**src/rtl/onehot_decoder_seq_if.sv**
```systemverilog
// Decoder control/result bundle: the master drives the index controls and the slave returns the decode.
interface onehot_decoder_seq_if #(
   parameter int unsigned N    = 2,
   parameter int unsigned OUTS = 4
);
   logic            en;
   logic            mode;
   logic            load;
   logic [N-1:0]    addr;
   logic [OUTS-1:0] y;
   logic            valid;
   logic            oor;
   logic            wrap;

   // Controller side
   modport master (
      output en, mode, load, addr,
      input  y, valid, oor, wrap
   );

   // Decoder side
   modport slave (
      input  en, mode, load, addr,
      output y, valid, oor, wrap
   );
endinterface

```
**src/rtl/onehot_decoder_seq.sv**
```systemverilog
// Registered N-to-OUTS one-hot decoder with enable, out-of-range flag and an
// internal scan counter that sweeps 0..OUTS-1 round-robin.
module onehot_decoder_seq #(
   parameter int unsigned N    = 2,
   parameter int unsigned OUTS = 4
) (
   input  logic                 clk,
   input  logic                 rst,
   onehot_decoder_seq_if.slave  bus
);

   localparam int unsigned CW     = $clog2(OUTS);
   localparam logic [N:0]  OUTS_W = (N+1)'(OUTS);
   localparam logic [N-1:0] LAST  = N'(OUTS - 1);
   localparam logic [CW-1:0] CLAST = CW'(OUTS - 1);

   // Reject illegal output counts at elaboration
   generate
      if (OUTS < 2 || OUTS > (2 ** N)) begin : g_bad_outs
         $error("onehot_decoder_seq: OUTS must satisfy 2 <= OUTS <= 2**N");
      end
   endgenerate

   logic [CW-1:0]   cnt;
   logic [CW-1:0]   cnt_n;
   logic [CW-1:0]   load_base;
   logic [N-1:0]    idx;
   logic            idx_ok;
   logic            addr_ok;
   logic            scan_step;
   logic [OUTS-1:0] y_n;
   logic            valid_n;
   logic            oor_n;
   logic            wrap_n;

   // Next-index increment modulo OUTS; never produces OUTS..2**CW-1
   function automatic logic [CW-1:0] inc_mod(input logic [CW-1:0] v);
      return (v == CLAST) ? '0 : v + CW'(1);
   endfunction

   // Index selection, decode and counter next-state
   always_comb begin
      idx       = bus.addr;
      idx_ok    = 1'b0;
      addr_ok   = 1'b0;
      scan_step = 1'b0;
      load_base = '0;
      cnt_n     = cnt;
      y_n       = '0;
      valid_n   = 1'b0;
      oor_n     = 1'b0;
      wrap_n    = 1'b0;

      // Scan mode follows the counter unless a load supplies the index directly
      if (bus.mode && !bus.load) begin
         idx = N'(cnt);
      end

      idx_ok    = ({1'b0, idx} < OUTS_W);
      addr_ok   = ({1'b0, bus.addr} < OUTS_W);
      scan_step = bus.en && bus.mode;

      if (bus.en) begin
         for (int unsigned i = 0; i < OUTS; i++) begin
            y_n[i] = (idx == N'(i));
         end
         valid_n = 1'b1;
         oor_n   = !idx_ok;
         wrap_n  = bus.mode && (idx == LAST);
      end

      // Loaded value is emitted this cycle when scanning, so advance past it
      if (bus.load) begin
         if (addr_ok) begin
            load_base = CW'(bus.addr);
         end else begin
            oor_n = 1'b1;
         end
         cnt_n = scan_step ? inc_mod(load_base) : load_base;
      end else if (scan_step) begin
         cnt_n = inc_mod(cnt);
      end
   end

   // Output and counter registers with synchronous reset
   always_ff @(posedge clk) begin
      if (rst) begin
         cnt       <= '0;
         bus.y     <= '0;
         bus.valid <= 1'b0;
         bus.oor   <= 1'b0;
         bus.wrap  <= 1'b0;
      end else begin
         cnt       <= cnt_n;
         bus.y     <= y_n;
         bus.valid <= valid_n;
         bus.oor   <= oor_n;
         bus.wrap  <= wrap_n;
      end
   end

endmodule

```
**src/flat_wrapper.sv**
```systemverilog
// flat-port wrapper written by rule: the top's interface ports become plain ports
module onehot_decoder_seq_flat 
#(
   parameter int unsigned N    = 2,
   parameter int unsigned OUTS = 4
)
  (clk, rst, bus_en, bus_mode, bus_load, bus_addr, bus_y, bus_valid, bus_oor, bus_wrap);
  onehot_decoder_seq_if #(.N(N), .OUTS(OUTS)) bus_i ();
  input  logic clk;
  input  logic rst;
  input wire logic [$bits(bus_i.en)-1:0] bus_en;
  input wire logic [$bits(bus_i.mode)-1:0] bus_mode;
  input wire logic [$bits(bus_i.load)-1:0] bus_load;
  input wire logic [$bits(bus_i.addr)-1:0] bus_addr;
  output wire logic [$bits(bus_i.y)-1:0] bus_y;
  output wire logic [$bits(bus_i.valid)-1:0] bus_valid;
  output wire logic [$bits(bus_i.oor)-1:0] bus_oor;
  output wire logic [$bits(bus_i.wrap)-1:0] bus_wrap;
  assign bus_i.en = bus_en;
  assign bus_i.mode = bus_mode;
  assign bus_i.load = bus_load;
  assign bus_i.addr = bus_addr;
  assign bus_y = bus_i.y;
  assign bus_valid = bus_i.valid;
  assign bus_oor = bus_i.oor;
  assign bus_wrap = bus_i.wrap;
  onehot_decoder_seq #(.N(N), .OUTS(OUTS)) u_core (.clk(clk), .rst(rst), .bus(bus_i));
endmodule
```
**config.mk**
```make
export PLATFORM = sky130hd
export DESIGN_NAME = onehot_decoder_seq_flat
export DESIGN_NICKNAME = d
export VERILOG_FILES = /design/src/rtl/onehot_decoder_seq_if.sv /design/src/rtl/onehot_decoder_seq.sv /design/src/flat_wrapper.sv
export SDC_FILE = /design/constraint.sdc
export NUM_CORES = 1
export LEC_CHECK = 0
export ABC_AREA = 1
export CORE_AREA = 4 4 41 43
export CTS_CLUSTER_SIZE = 28
export DETAILED_ROUTE_END_ITERATION = 10
export DIE_AREA = 0 0 45 47
export PLACE_DENSITY_LB_ADDON = 0.25
export SLEW_MARGIN = 25
export SYNTH_ARGS = -nofsm -noshare
export SYNTH_HDL_FRONTEND = slang
export SYNTH_SLANG_ARGS = --single-unit
```
**constraint.sdc**
```tcl
create_clock -name clk -period 2.08 [get_ports clk]
set_input_delay 0.312 -clock clk [delete_from_list [all_inputs] [get_ports clk]]
set_output_delay 0.312 -clock clk [all_outputs]
set_load 0.05 [all_outputs]
```
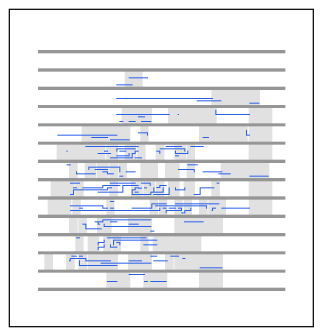
run_1/layer_met1.png
Supply wires on this layer in gray. Cells faint in the background.
The wires run mostly horizontal. 62 nets have wire on it.

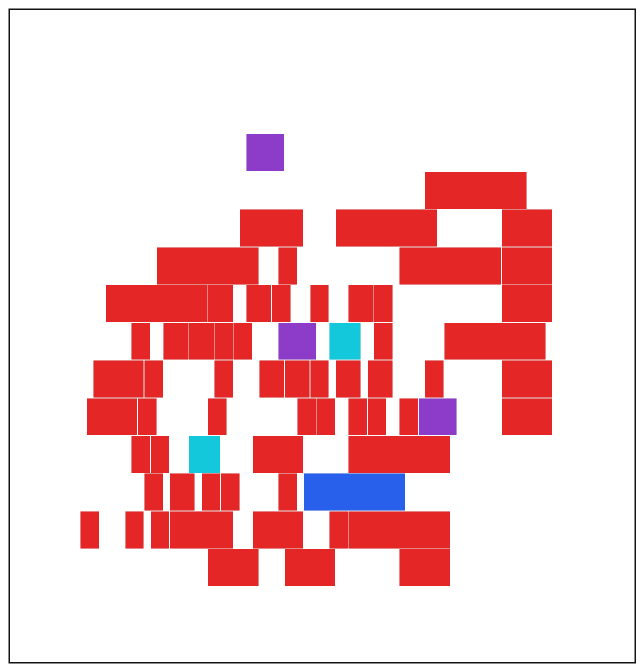
run_1/sizes.png
Key: _6 and larger = blue [cells 1]; _3 and _4 cells = purple [cells 3]; _2 cells = cyan [cells 2]; _0 and _1 cells = red [cells 61]

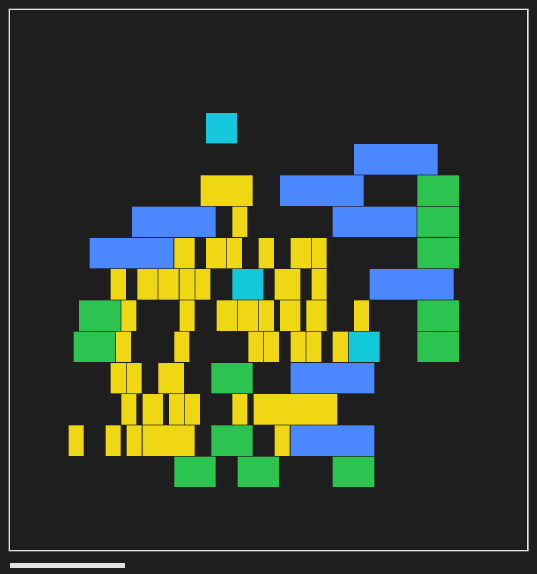
run_1/placement_by_type.png
Scale bar: 10 microns.
Key: clock drivers = cyan [cells 3, share of their area 4.3%]; flops = blue [cells 8, share of their area 31%]; other buffers and delay cells = green [cells 12, share of their area 23%]; combinational and other logic = yellow [cells 44, share of their area 42%]
CORE AREA: 1300 sq um
Post-Route Utilization: 0.413
design area: 538 sq um
sequential cell area share: 0.298

==> run 1: where the power goes <==
group | internal [mW] | switching, mW
sequential | 0.161 | 0.00404
combinational | 0.0297 | 0.0466
clock | 0.0659 | 0.0514
==> run 1: tightest hold or removal path, stage by stage (launching register included) <==
cell and delay [ns]:
dfxtp_1 0.32, nand3_1 0.13, a21oi_1 0.07
==> run 1: cell type report <==
cell class	instances	area, sq um	area share
Clock buffer	3	22.5	0.0419
Inverter	6	22.5	0.0419
Multi-Input combinational cell	38	194	0.360
Sequential cell	8	160	0.298
Tap cell	15	18.8	0.0349
Timing Repair Buffer	12	120	0.223
==> run 1: Yosys cell counts <==
library cell | instances | area share
nor2_1 | 9 | 0.088
ha_1 | 2 | 0.065
o21ai_0 | 3 | 0.039
nand2_1 | 13 | 0.13
buf_4 | 1 | 0.020
a21oi_1 | 2 | 0.026
dfxtp_1 | 8 | 0.42
nor2_8 | 1 | 0.052
conb_1 | 1 | 0.0098
nand2_2 | 2 | 0.033
nand3_1 | 5 | 0.065
inv_1 | 6 | 0.059
==> run 1: sequential cells by signal (all words and copies together) (netlist names) <==
signal / count
u_core.bus.valid: 1
u_core.bus.wrap: 1
u_core.bus.y: 4
u_core.cnt: 2
==> run 1: stage by stage <==
step           setup slack (ns)  utilization  std cells  hold WS (ns)
2_1_floorplan              1.16            -         53         0.388
3_3_place_gp              0.576        0.396         79         0.562
3_5_place_dp              0.598        0.396         79         0.557
4_1_cts                   0.398        0.413         82         0.566
5_1_grt                   0.382        0.413         82         0.604
6_report                  0.420        0.413         82         0.570
==> run 1: cell families after synthesis <==
kind of cell / after synthesis / share of synthesized area
compound gates: 5 / 0.0651
other cells: 1 / 0.00976
fa+ha+maj: 2 / 0.0651
buf+inv: 7 / 0.0782
simple gates: 30 / 0.365
flops: 8 / 0.417
==> flow_summary.toml, run 1 <==
# synthesis and place-and-route metrics
[global_route]
grt_antenna_before_repair = 0
met2_usage = 0.136
grt_overflow_total = 0
grt_busiest_layer = "met2"

[power_and_ir_drop]
total_power_uw = 358
ir_drop_mv = 0.257
leakagePower_nw = 0.267

[clocking]
cts_resized = 0
clock.latency.late_pin_ns = 0.25
cts_root_buf = "clkbuf_4"
clock_tree.buffer_depth = 2
postCtsHoldBufs = 0
clock-sinks = 8
cts_buffers = 3

[final_timing]
setup_violations = 0
max_freq_mhz = 602
final.min_clock_period_ns = 1.66
finClkSkew_ns = 0.00338

[cells_and_area]
fill_cells = 151
nNetsFinal = 78

[setup_path]
r2r-end = "u_core.cnt[1]"
worst_ep_required_time_ns = 1.77
critPathMaxStageDelay_ns = 0.79
crit_start = "u_core.bus.y[1]"
critPathLaunchType = "flip-flop"
crit_buf_inv = 1
crit_arrival_ns = 1.35

[synth]
synth_area_sq_um = 384
ys_types = 12
syn_area_per_cell_sq_um = 7.25
yosys_area_sq_um = 384
syn_inst = 53

[drt]
drt-met1-wl_microns = 302
vias = 373
drt-total-wl_microns = 739
highest_layer = "met4"

[job]
warnings = 26

[floorplan]
dieHeight_microns = 47
die-area_sq_um = 2120
fp_util = 0.295

[outcome]
status = "completed"

[min_path]
hp-class = "flip-flop to flip-flop"

[placed_design]
gp_congestion = 0.722
## Run 2: what changed since run 1
==> constraint.sdc (replaced) <==
create_clock -name clk -period 1.5 [get_ports clk]
set_input_delay 0.225 -clock clk [delete_from_list [all_inputs] [get_ports clk]]
set_output_delay 0.225 -clock clk [all_outputs]
set_load 0.05 [all_outputs]
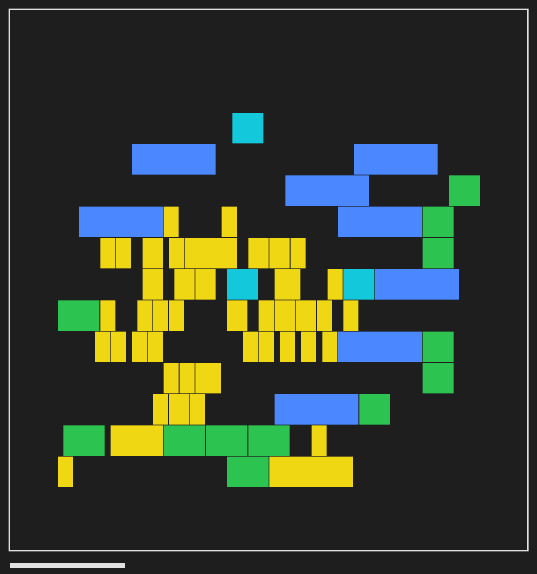
run_2/placement_by_type.png
Scale bar: 10 microns.
Key: combinational and other logic = yellow [cells 44, share of their area 43%]; flops = blue [cells 8, share of their area 32%]; clock drivers = cyan [cells 3, share of their area 4.5%]; other buffers and delay cells = green [cells 12, share of their area 21%]
design area: 523 sq um
sequential cell area share: 0.306

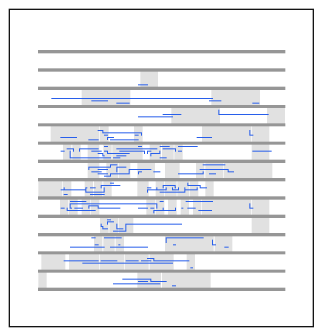
run_2/layer_met1.png
Supply wires on this layer in gray. Cells faint in the background.
The longest straight run is 23.9 microns. The layer carries 308 microns of wire. The layer holds 41% of the routed length.

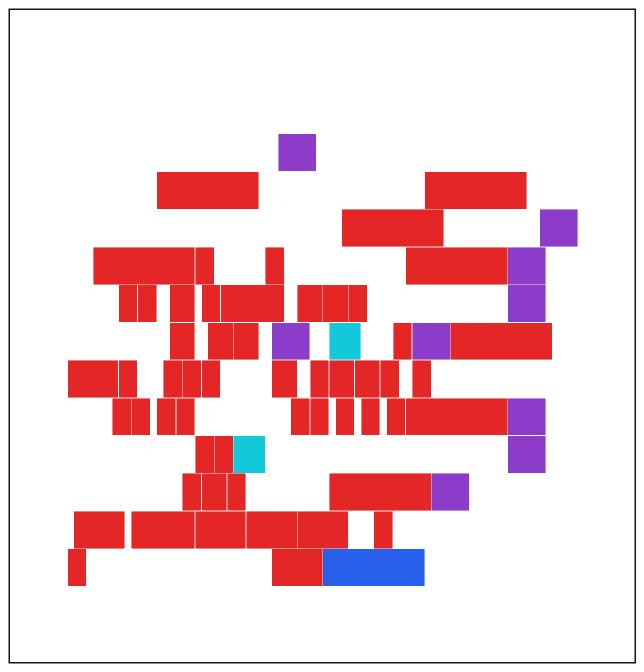
run_2/sizes.png
Key: _0 and _1 cells = red [cells 55]; _3 and _4 cells = purple [cells 9]; _6 and larger = blue [cells 1]; _2 cells = cyan [cells 2]
setup ws final: 0.356 ns
Buffers, non-clock: 12
synthesis-to-layout area growth: 36.2%

==> flow_summary.toml, run 2 <==
# synthesis and place-and-route metrics
[synth]
synth.area.top_cells = "dfxtp_1 42%, nand2_1 13%, nor2_1 8.8%"
synthFlopType = "dfxtp_1"
yosys_area_sq_um = 384
synth_area_sq_um = 384
top_cells_by_count = "13 x nand2_1, 9 x nor2_1, 8 x dfxtp_1, 6 x inv_1, 5 x nand3_1"
ys_sh_simple = 0.365
netlist_logic_family_top = "simple AND/OR/NAND/NOR gates"
synth.most_common_cell = "nand2_1"

[power_and_ir_drop]
leakagePower_nw = 0.279
ir_drop_mv = 0.289

[drt]
vias = 356
drt-total-wl_microns = 746

[setup_path]
critPathLaunchType = "input port"
worst_ep_required_time_ns = 1.68
critPathMaxStageDelay_ns = 0.47
crit_arrival_ns = 1.32

[cells_and_area]
fill_cells = 137
largest_registers = "u_core.bus.y (4), u_core.cnt (2)"

[floorplan]
fp_util = 0.295
die-area_sq_um = 2120
core_sq_um = 1300

[placed_design]
dp_slack_ns = 0.0835

[clocking]
cts_resized = 0
clock-sinks = 8
postCtsHoldBufs = 0

[global_route]
grt_overflow_total = 0

[final_timing]
final.min_clock_period_ns = 1.14

[outcome]
status = "completed"

[job]
warnings = 26
## run 2: netlist changes by cell type in the layout (fill, tap and decap cells not counted)
cell and delta:
buf_4 +6, clkdlybuf4s50_1 -6
## run 2: where the power goes
part / internal, mW / total, mW / leakage [nW] / switching [mW]
clock: 0.0912 / 0.159 / 0.0138 / 0.0676
combinational: 0.0391 / 0.104 / 0.199 / 0.0644
sequential: 0.223 / 0.229 / 0.0656 / 0.00558
## run 2: cell type report
class / instances / area, sq um / area share
Timing Repair Buffer: 12 / 105 / 0.201
Tap cell: 15 / 18.8 / 0.0359
Multi-Input combinational cell: 38 / 194 / 0.371
Inverter: 6 / 22.5 / 0.0431
Clock buffer: 3 / 22.5 / 0.0431
Sequential cell: 8 / 160 / 0.306
## run 2: tightest hold or removal path: stages (launching register included)
cell and delay (ns):
dfxtp_1 0.33, nand3_1 0.12, a21oi_1 0.07
## run 2: metal layers
metal,part of all wire,vias to the layer above,track usage
met5,0,-,0
met4,0.0080,0,0.0526
met3,0.098,2,0.0460
met2,0.48,11,0.138
met1,0.41,148,0.0892
li1,-,195,-
## run 2: through the flow
step            util  std cells
2_1_floorplan      -         53
3_3_place_gp   0.385         79
3_5_place_dp   0.385         79
4_1_cts        0.402         82
5_1_grt        0.402         82
6_report       0.402         82
## run 2: worst max-delay path by stage
stage | slack, ns | cells after the start | end
global route | 0.25 | 6 | u_core.cnt[1]
detailed placement | 0.08 | 6 | u_core.cnt[1]
global placement | 0.1 | 6 | u_core.cnt[1]
floorplan | 0.58 | 3 | u_core.cnt[1]
CTS | 0.34 | 6 | u_core.cnt[1]
finish | 0.36 | 6 | u_core.cnt[1]
## run 2: cells by family after synthesis
group                      after synthesis
other                                    1
buffers and inverters                    7
DFF                                      8
and+or+nand+nor                         30
adders and majority gates                2
AOI/OAI and AO/OA                        5
## Run 3: what changed since run 2
==> constraint.sdc (replaced) <==
create_clock -name clk -period 1.1 [get_ports clk]
set_input_delay 0.165 -clock clk [delete_from_list [all_inputs] [get_ports clk]]
set_output_delay 0.165 -clock clk [all_outputs]
set_load 0.05 [all_outputs]
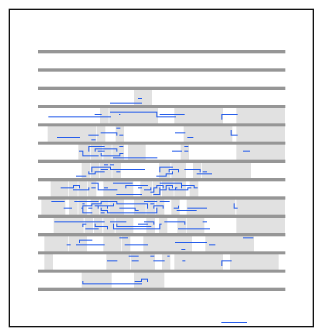
run_3/layer_met1.png
Supply wires on this layer in gray. Cells faint in the background.
The layer carries 274 microns of wire. 67 nets have wire on it. The longest straight run is 9.20 microns.

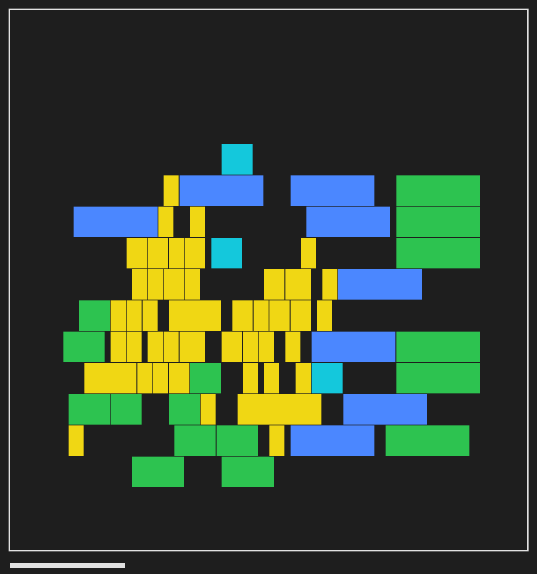
run_3/placement_by_type.png
Scale bar: 10 microns.
Key: combinational and other logic = yellow [cells 44, share of their area 35%]; flops = blue [cells 8, share of their area 26%]; other buffers and delay cells = green [cells 16, share of their area 35%]; clock drivers = cyan [cells 3, share of their area 3.7%]

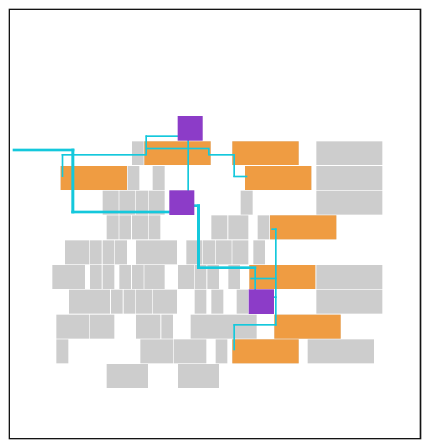
run_3/clk_routes.png
Key: flip-flops = orange [count 8]; clock drivers = purple [count 3]; clock wires = cyan [length 106 microns]
There are 4 routed clock nets.

==> flow_summary.toml, run 3 <==
# synthesis and place-and-route metrics
[cells_and_area]
largest_registers = "u_core.bus.y (4), u_core.cnt (2)"
fin_util = 0.487

[final_timing]
final.min_clock_period_ns = 0.987

[synth]
ys.flops = 8
synth.area.top_cells = "dfxtp_1 42%, nand2_1 13%, nor2_1 8.8%"
synth_area_sq_um = 384
synth.most_common_cell = "nand2_1"
synthArstFlopShare = 0
synthFlopType = "dfxtp_1"
edf_count = 0
top_cells_by_count = "13 x nand2_1, 9 x nor2_1, 8 x dfxtp_1, 6 x inv_1, 5 x nand3_1"
ys_sh_simple = 0.365
yosys_area_sq_um = 384

[global_route]
grt_overflow_total = 0
grt_max_degree = 7

[clocking]
cts_buffers = 3
clock-sinks = 8

[setup_path]
crit_arrival_ns = 1.12
critPathLaunchType = "flip-flop"
crit_fanout = 4

[power_and_ir_drop]
ir_drop_mv = 0.461
p_switching_uw = 188
clock_power_share = 0.306
intPower_uw = 508
combPwrFrac = 0.241
switching_share = 0.270
leakagePower_nw = 0.334

[drt]
wire_per_inst_microns = 7.57
vias = 368

[floorplan]
core_sq_um = 1300
die-area_sq_um = 2120
fp_util = 0.295

[placed_design]
dp.cells = 83

[outcome]
status = "completed"

[min_path]
hp-class = "input port to flip-flop"

[job]
warnings = 27
[run 3: power by group through the flow]
stage	sequential (mW)	clock [mW]	combinational [mW]
global placement	0.322	0	0.169
CTS	0.316	0.224	0.171
global route	0.317	0.242	0.188
detailed placement	0.322	0	0.170
finish	0.316	0.213	0.168
floorplan	0.343	0	0.0663
[run 3: final cells by class]
type	count	area, sq um
well taps	15	18.8
fillers	129	668
multi-input cells	38	194
repair buffers	16	215
flip-flops and latches	8	160
clock buffers	3	22.5
inverters	6	22.5
[run 3: worst max-delay path, cell delays in order (launching register included)]
cell and delay (ns):
dfxtp_1 0.33, ha_1 0.29, o21ai_0 0.17, a21oi_1 0.08
[run 3: final timing paths]
path | startpoint | endpoint | slack (ns) | cells past startpoint
worst max-delay path | u_core.cnt[0] | u_core.cnt[1] | 0.11 | 3
worst min-delay path | bus_mode | u_core.bus.wrap | 0.26 | 3
worst min register to register | u_core.cnt[1] | u_core.bus.y[2] | 0.56 | 2
worst max register to register | u_core.cnt[0] | u_core.cnt[1] | 0.11 | 3
[run 3: timing repair]
item,4_1_cts,5_1_grt
resized,0,2
endpoints found under the setup margin,0,2
hold buffers,0,0
hold endpoints to repair,0,0
[run 3: per-stage QoR]
stage	instance area (sq um)	hold WS, ns	setup slack, ns	setup TNS [ns]
finish	633	0.262	0.113	0
global route	633	0.281	-0.00474	-0.00474
CTS	628	0.571	0.0920	0
detailed placement	606	0.563	-0.171	-0.919
global placement	606	0.560	-0.159	-0.831
floorplan	384	0.241	0.183	0
[run 3: layer usage]
layer / vias up / wire [microns] / track usage
met1: 151 / 273 / 0.0894
met3: 4 / 64 / 0.0345
met2: 11 / 300 / 0.121
li1: 202 / - / -
met5: - / 0 / 0
met4: 0 / 13 / 0.0526
Power is estimated from default activity; no workload was simulated.
